--- config.mk ---
export PLATFORM = sky130hd
export DESIGN_NAME = uart_tx_fifo
export DESIGN_NICKNAME = d
export VERILOG_FILES = /design/src/rtl/uart_tx_fifo.sv
export SDC_FILE = /design/constraint.sdc
export NUM_CORES = 1
export LEC_CHECK = 0
export CAP_MARGIN = 5
export CELL_PAD_IN_SITES_DETAIL_PLACEMENT = 0
export CELL_PAD_IN_SITES_GLOBAL_PLACEMENT = 1
export CORE_MARGIN = 4
export CORE_UTILIZATION = 44
export CTS_CLUSTER_DIAMETER = 60
export DETAILED_ROUTE_END_ITERATION = 8
export PLACE_DENSITY_LB_ADDON = 0.1
export SETUP_SLACK_MARGIN = 0.4
export SYNTH_ARGS = -nofsm -noshare
export SYNTH_HDL_FRONTEND = slang
export SYNTH_SLANG_ARGS = --single-unit
--- constraint.sdc ---
create_clock -name clk -period 3.5 [get_ports clk]
set_clock_uncertainty 0.2 [all_clocks]
set_input_delay 0.525 -clock clk [delete_from_list [all_inputs] [get_ports clk]]
set_output_delay 0.525 -clock clk [all_outputs]
set_load 0.005 [all_outputs]
--- src/rtl/uart_tx_fifo.sv ---
// UART transmitter fed by a power-of-two FIFO. Frame: start, DATA_BITS LSB first,
// optional parity, one or two stop bits. Framing config is captured when a byte is popped.
module uart_tx_fifo #(
   parameter int DATA_BITS  = 8,
   parameter int FIFO_DEPTH = 16,
   parameter int DIV_WIDTH  = 16
) (
   input  logic                        clk,
   input  logic                        rst,
   input  logic                        wr_valid,
   input  logic [DATA_BITS-1:0]        wr_data,
   output logic                        wr_ready,
   input  logic [DIV_WIDTH-1:0]        baud_div,
   input  logic                        parity_en,
   input  logic                        parity_odd,
   input  logic                        stop2,
   input  logic                        ovf_clr,
   output logic                        uart_tx,
   output logic                        busy,
   output logic [$clog2(FIFO_DEPTH):0] fifo_count,
   output logic                        overflow
);
   localparam int AW = $clog2(FIFO_DEPTH);
   localparam int BW = (DATA_BITS > 1) ? $clog2(DATA_BITS) : 1;
   localparam logic [AW:0]   FULL     = (AW+1)'(FIFO_DEPTH);
   localparam logic [BW-1:0] LAST_BIT = BW'(DATA_BITS-1);

   typedef enum logic [2:0] {IDLE, START, DATA, PARITY, STOP} state_t;

   // wr_valid/wr_ready: a byte transfers on every rising edge where both are high.
   // wr_ready comes only from registered occupancy, never from wr_valid or a same-cycle pop.
   logic [DATA_BITS-1:0] mem [FIFO_DEPTH];
   logic [AW-1:0]        wr_ptr, rd_ptr;
   logic                 push, pop;
   logic [DATA_BITS-1:0] head;

   assign wr_ready = (fifo_count != FULL);
   assign push     = wr_valid && wr_ready;
   assign head     = mem[rd_ptr];

   always_ff @(posedge clk) begin
      if (push) mem[wr_ptr] <= wr_data;
   end

   always_ff @(posedge clk or posedge rst) begin
      if (rst) begin
         wr_ptr     <= '0;
         rd_ptr     <= '0;
         fifo_count <= '0;
         overflow   <= 1'b0;
      end else begin
         if (push) wr_ptr <= wr_ptr + AW'(1);
         if (pop)  rd_ptr <= rd_ptr + AW'(1);
         if (push && !pop)      fifo_count <= fifo_count + (AW+1)'(1);
         else if (pop && !push) fifo_count <= fifo_count - (AW+1)'(1);
         // a rejected write in the same cycle as a clear keeps the flag set
         if (wr_valid && !wr_ready) overflow <= 1'b1;
         else if (ovf_clr)          overflow <= 1'b0;
      end
   end

   state_t               state, state_n;
   logic [DIV_WIDTH-1:0] cnt, cnt_n, div_lat, div_n;
   logic [BW-1:0]        bit_idx, bit_n;
   logic [DATA_BITS-1:0] sh, sh_n;
   logic                 par_en_lat, pen_n, par_bit, pbit_n, stop2_lat, s2_n;
   logic                 stop_second, stop_n, tx_n, bit_end;

   assign bit_end = (cnt == div_lat);
   assign busy    = (state != IDLE) || (fifo_count != '0);

   always_ff @(posedge clk or posedge rst) begin
      if (rst) begin
         state       <= IDLE;
         cnt         <= '0;
         div_lat     <= '0;
         bit_idx     <= '0;
         sh          <= '0;
         par_en_lat  <= 1'b0;
         par_bit     <= 1'b0;
         stop2_lat   <= 1'b0;
         stop_second <= 1'b0;
         uart_tx     <= 1'b1;
      end else begin
         state       <= state_n;
         cnt         <= cnt_n;
         div_lat     <= div_n;
         bit_idx     <= bit_n;
         sh          <= sh_n;
         par_en_lat  <= pen_n;
         par_bit     <= pbit_n;
         stop2_lat   <= s2_n;
         stop_second <= stop_n;
         uart_tx     <= tx_n;
      end
   end

   always_comb begin
      state_n = state;
      cnt_n   = cnt;
      div_n   = div_lat;
      bit_n   = bit_idx;
      sh_n    = sh;
      pen_n   = par_en_lat;
      pbit_n  = par_bit;
      s2_n    = stop2_lat;
      stop_n  = stop_second;
      tx_n    = uart_tx;
      pop     = 1'b0;
      if (state != IDLE) cnt_n = bit_end ? '0 : cnt + DIV_WIDTH'(1);
      case (state)
         IDLE: begin
            if (fifo_count != '0) begin
               pop     = 1'b1;
               state_n = START;
               tx_n    = 1'b0;
               cnt_n   = '0;
            end
         end
         START: begin
            if (bit_end) begin
               state_n = DATA;
               bit_n   = '0;
               tx_n    = sh[0];
               sh_n    = sh >> 1;
            end
         end
         DATA: begin
            if (bit_end) begin
               if (bit_idx == LAST_BIT) begin
                  if (par_en_lat) begin
                     state_n = PARITY;
                     tx_n    = par_bit;
                  end else begin
                     state_n = STOP;
                     tx_n    = 1'b1;
                     stop_n  = 1'b0;
                  end
               end else begin
                  bit_n = bit_idx + BW'(1);
                  tx_n  = sh[0];
                  sh_n  = sh >> 1;
               end
            end
         end
         PARITY: begin
            if (bit_end) begin
               state_n = STOP;
               tx_n    = 1'b1;
               stop_n  = 1'b0;
            end
         end
         STOP: begin
            if (bit_end) begin
               if (stop2_lat && !stop_second) begin
                  stop_n = 1'b1;
               end else if (fifo_count != '0) begin
                  // back-to-back frames: next start bit follows the last stop bit directly
                  pop     = 1'b1;
                  state_n = START;
                  tx_n    = 1'b0;
               end else begin
                  state_n = IDLE;
               end
            end
         end
         default: state_n = IDLE;
      endcase
      if (pop) begin
         sh_n   = head;
         div_n  = baud_div;
         pen_n  = parity_en;
         pbit_n = (^head) ^ parity_odd;
         s2_n   = stop2;
      end
   end
endmodule

Fig. 1: cells by drive strength
Bar = 50 um.
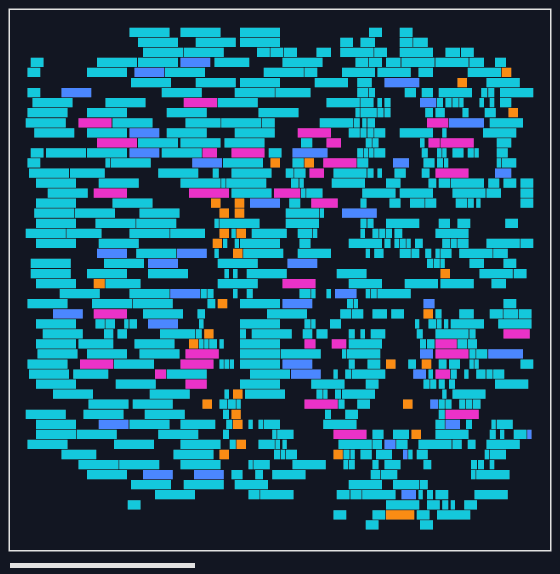
[orange] x3 and x4 | cells: 31 | most used: buf_4
[blue] x2 | cells: 38 | most used: mux4_2
[cyan] x1 and smaller | cells: 528 | most used: edfxtp_1
[magenta] x6 and larger | cells: 33 | most used: clkbuf_16

Fig. 2: clock routing
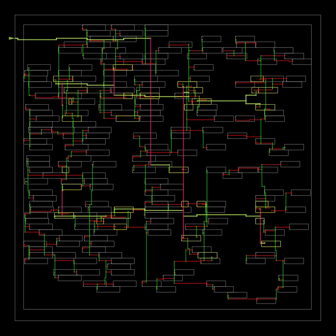
insertion delay at the late pin of the worst-skew pair: 440 ps
Sinks on Clock Net: 193
total CTS buffers: 17
clock buf count: 17

Fig. 3: sequential cells coloured by netlist name
Bar = 50 um. Other sequential cells in the stronger grey, the rest of the logic in the fainter grey.
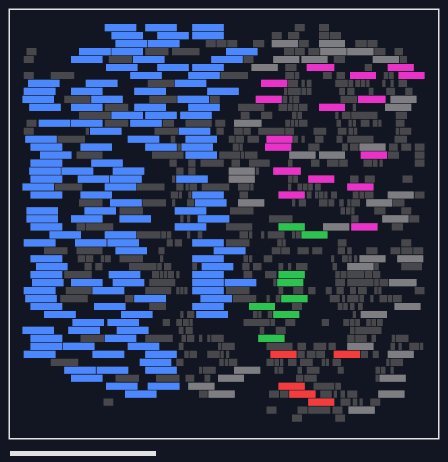
[green] sh | placed flops: 8
[red] fifo_count | placed flops: 5
[blue] mem | placed flops: 128
[magenta] cnt | placed flops: 16
not coloured: 36
flip-flop and latch area: 5480 um^2
Layout Utilization: 0.528
flip-flop and latch power: 3240 uW
sequential cell area share: 0.554

## per-layer routing
metal	up-vias	global-route usage	share of wire
met5	-	0	0
met4	0	0.0560	0.020
met3	30	0.0407	0.035
met2	94	0.288	0.51
met1	2418	0.219	0.43
li1	2219	-	-
## sequential cells by signal, summed over array words and instances, names as in the netlist
register,cells
state,3
stop2_lat,1
rd_ptr,4
par_en_lat,1
stop_second,1
overflow,1
sh,8
par_bit,1
wr_ptr,4
div_lat,16
fifo_count,5
uart_tx,1
bit_idx,3
cnt,16
mem,128
## area by class of cell
cell class | instances | area share
repair buffers | 71 | 0.0676
well taps | 234 | 0.0296
inverters | 13 | 0.00494
clock inverters | 15 | 0.0206
flip-flops and latches | 193 | 0.554
clock buffers | 17 | 0.0431
multi-input cells | 321 | 0.280
==> datasheet_impl.txt <==
Summary of implementation characteristics

Parameter                              Value

Synth
  Most frequent cell after synthesis    sky130_fd_sc_hd__edfxtp_1
  XOR/XNOR share of the synthesized area    0.0432
  Dominant cells by area after synthesis    sky130_fd_sc_hd__edfxtp_1, sky130_fd_sc_hd__dfrtp_1, sky130_fd_sc_hd__mux4_2
  Synth Area in Simple Gates    0.0735
  Largest family of logic cells by area    multiplexers
  Number of flops mapped to enable cells by yosys    128
  Avg Synthesized Cell Area    15.1 um^2
  Yosys Chip Area    8390 um^2
  Most area-hungry cell type in the Yosys netlist    sky130_fd_sc_hd__edfxtp_1
  Mapped cell area    8390 um^2
  Post-synth top flop    sky130_fd_sc_hd__edfxtp_1
  Register bit total from synthesis    193
  Synth cell types    46
  Number of nets in the synthesized netlist    598
  Post-synthesis cell count from yosys    554
  Gate count after technology mapping    554
  AND-OR/OR-AND share of the synthesized area    0.0505
  Area share, top type    0.458

STA
  Final-layout worst hold slack    287 ps
  Actual slew at the worst max-slew pin    629 ps
  Final Hold Violation Tally    0
  Count of pins over their slew limit    0
  Final sum of negative setup slack    0 ps
  RSZ-0062 raised after global routing    true
  Final critical-path share of the clock period    0.846
  Minimum clock period    2960 ps
  Max transition margin    0.580

Power
  Sw Share    0.340
  Power per unit of standard cell area    839 nW/um^2
  Total power draw    8290 uW
  Peak VDD IR    0.448 mV
  Biggest consumer    registers
  Leakage power total    0.00368 uW
  Sequential cell fraction of total power    0.391
  Reported net switching power    2820 uW
  Power dissipated in the clock network    2040 uW
  Internal power    5470 uW
  Fraction of power consumed by combinational cells    0.362
  Combinational power    3000 uW
  Part of the total power dissipated in the clock network    0.246

Detailed routing
  Drt total wl    17400 um
  Average wire per standard cell    20.1 um
  Routed vias/inst    5.51
  Final ANT Viol Nets    0
  DRC    0
  Total number of vias    4761
  Number of optimization iterations in the first detailed-route pass    4

Critical path
  Dominant delay contributor by cell family on the critical path    simple AND/OR/NAND/NOR gates
  Number of buffers and inverters on the critical path    2
  Cell breakdown of the critical path    nor4_4 -> nand2b_1 -> nor2_2 -> inv_1 -> clkdlybuf4s50_1
  Worst r2r path cells    13
  Flop2flop setup slack    560 ps
  Crit path launch    fifo_count[0]$_DFFE_PP0P_
  Worst r2r src    cnt[9]$_DFF_PP0_
  Maximum net fanout on the critical path    5
  Worst setup path class    reg2out
  Number of gates on the worst path with buffers counted    5

Placement
  DP Cell Count    830
  Worst Setup Slack post-DPL    341 ps
  Placed wire-length estimate    11800 um
  RD Place Congestion    0.794
  Input/output buffers    39

Die
  Die outline area    21300 um^2
  Area inside the core boundary    18700 um^2
  Placement Rows    50
  Die X-Extent    146 um
  Count of boundary I/O pins    40
  FP Util    0.449

Final layout
  Top logic cell by instance count in the layout    sky130_fd_sc_hd__edfxtp_1
  Final Instance Count excl. Fillers    864
  Summed area of non-filler cells in the final layout    9880 um^2
  Area of combinational cells with multiple inputs    2760 um^2
  Fraction of final layout cells sized beyond drive strength 1    0.162
  Total inserted antenna cells    0
  Number of nets in the layout    661
  Fill cell total of the finished layout    1537

Min path
  Hold WC Path Type    in2async

Clocking
  Post-CTS repair timing setup buffer count    0
  CTS H-tree lvls    4
  Cts repair resizes    4
  CTS tree    yes
  Clock transition at the registers of the reported paths    70 ps
  Root Buffer Master    sky130_fd_sc_hd__clkbuf_16
  Maximum clock path buffer count    2

Global routing
  Vias in the first global route    4852
  Largest net degree at the start of global routing    41
  Grt total ovfl    0
  Antenna violations before repair    0
  Total GRT Usage    0.171

Flow run
  Stage-log warning count    30
  Max-cap violations    0

Run status
  Outcome    completed
Power figures rest on the tool's default switching activity, not on a simulated workload.
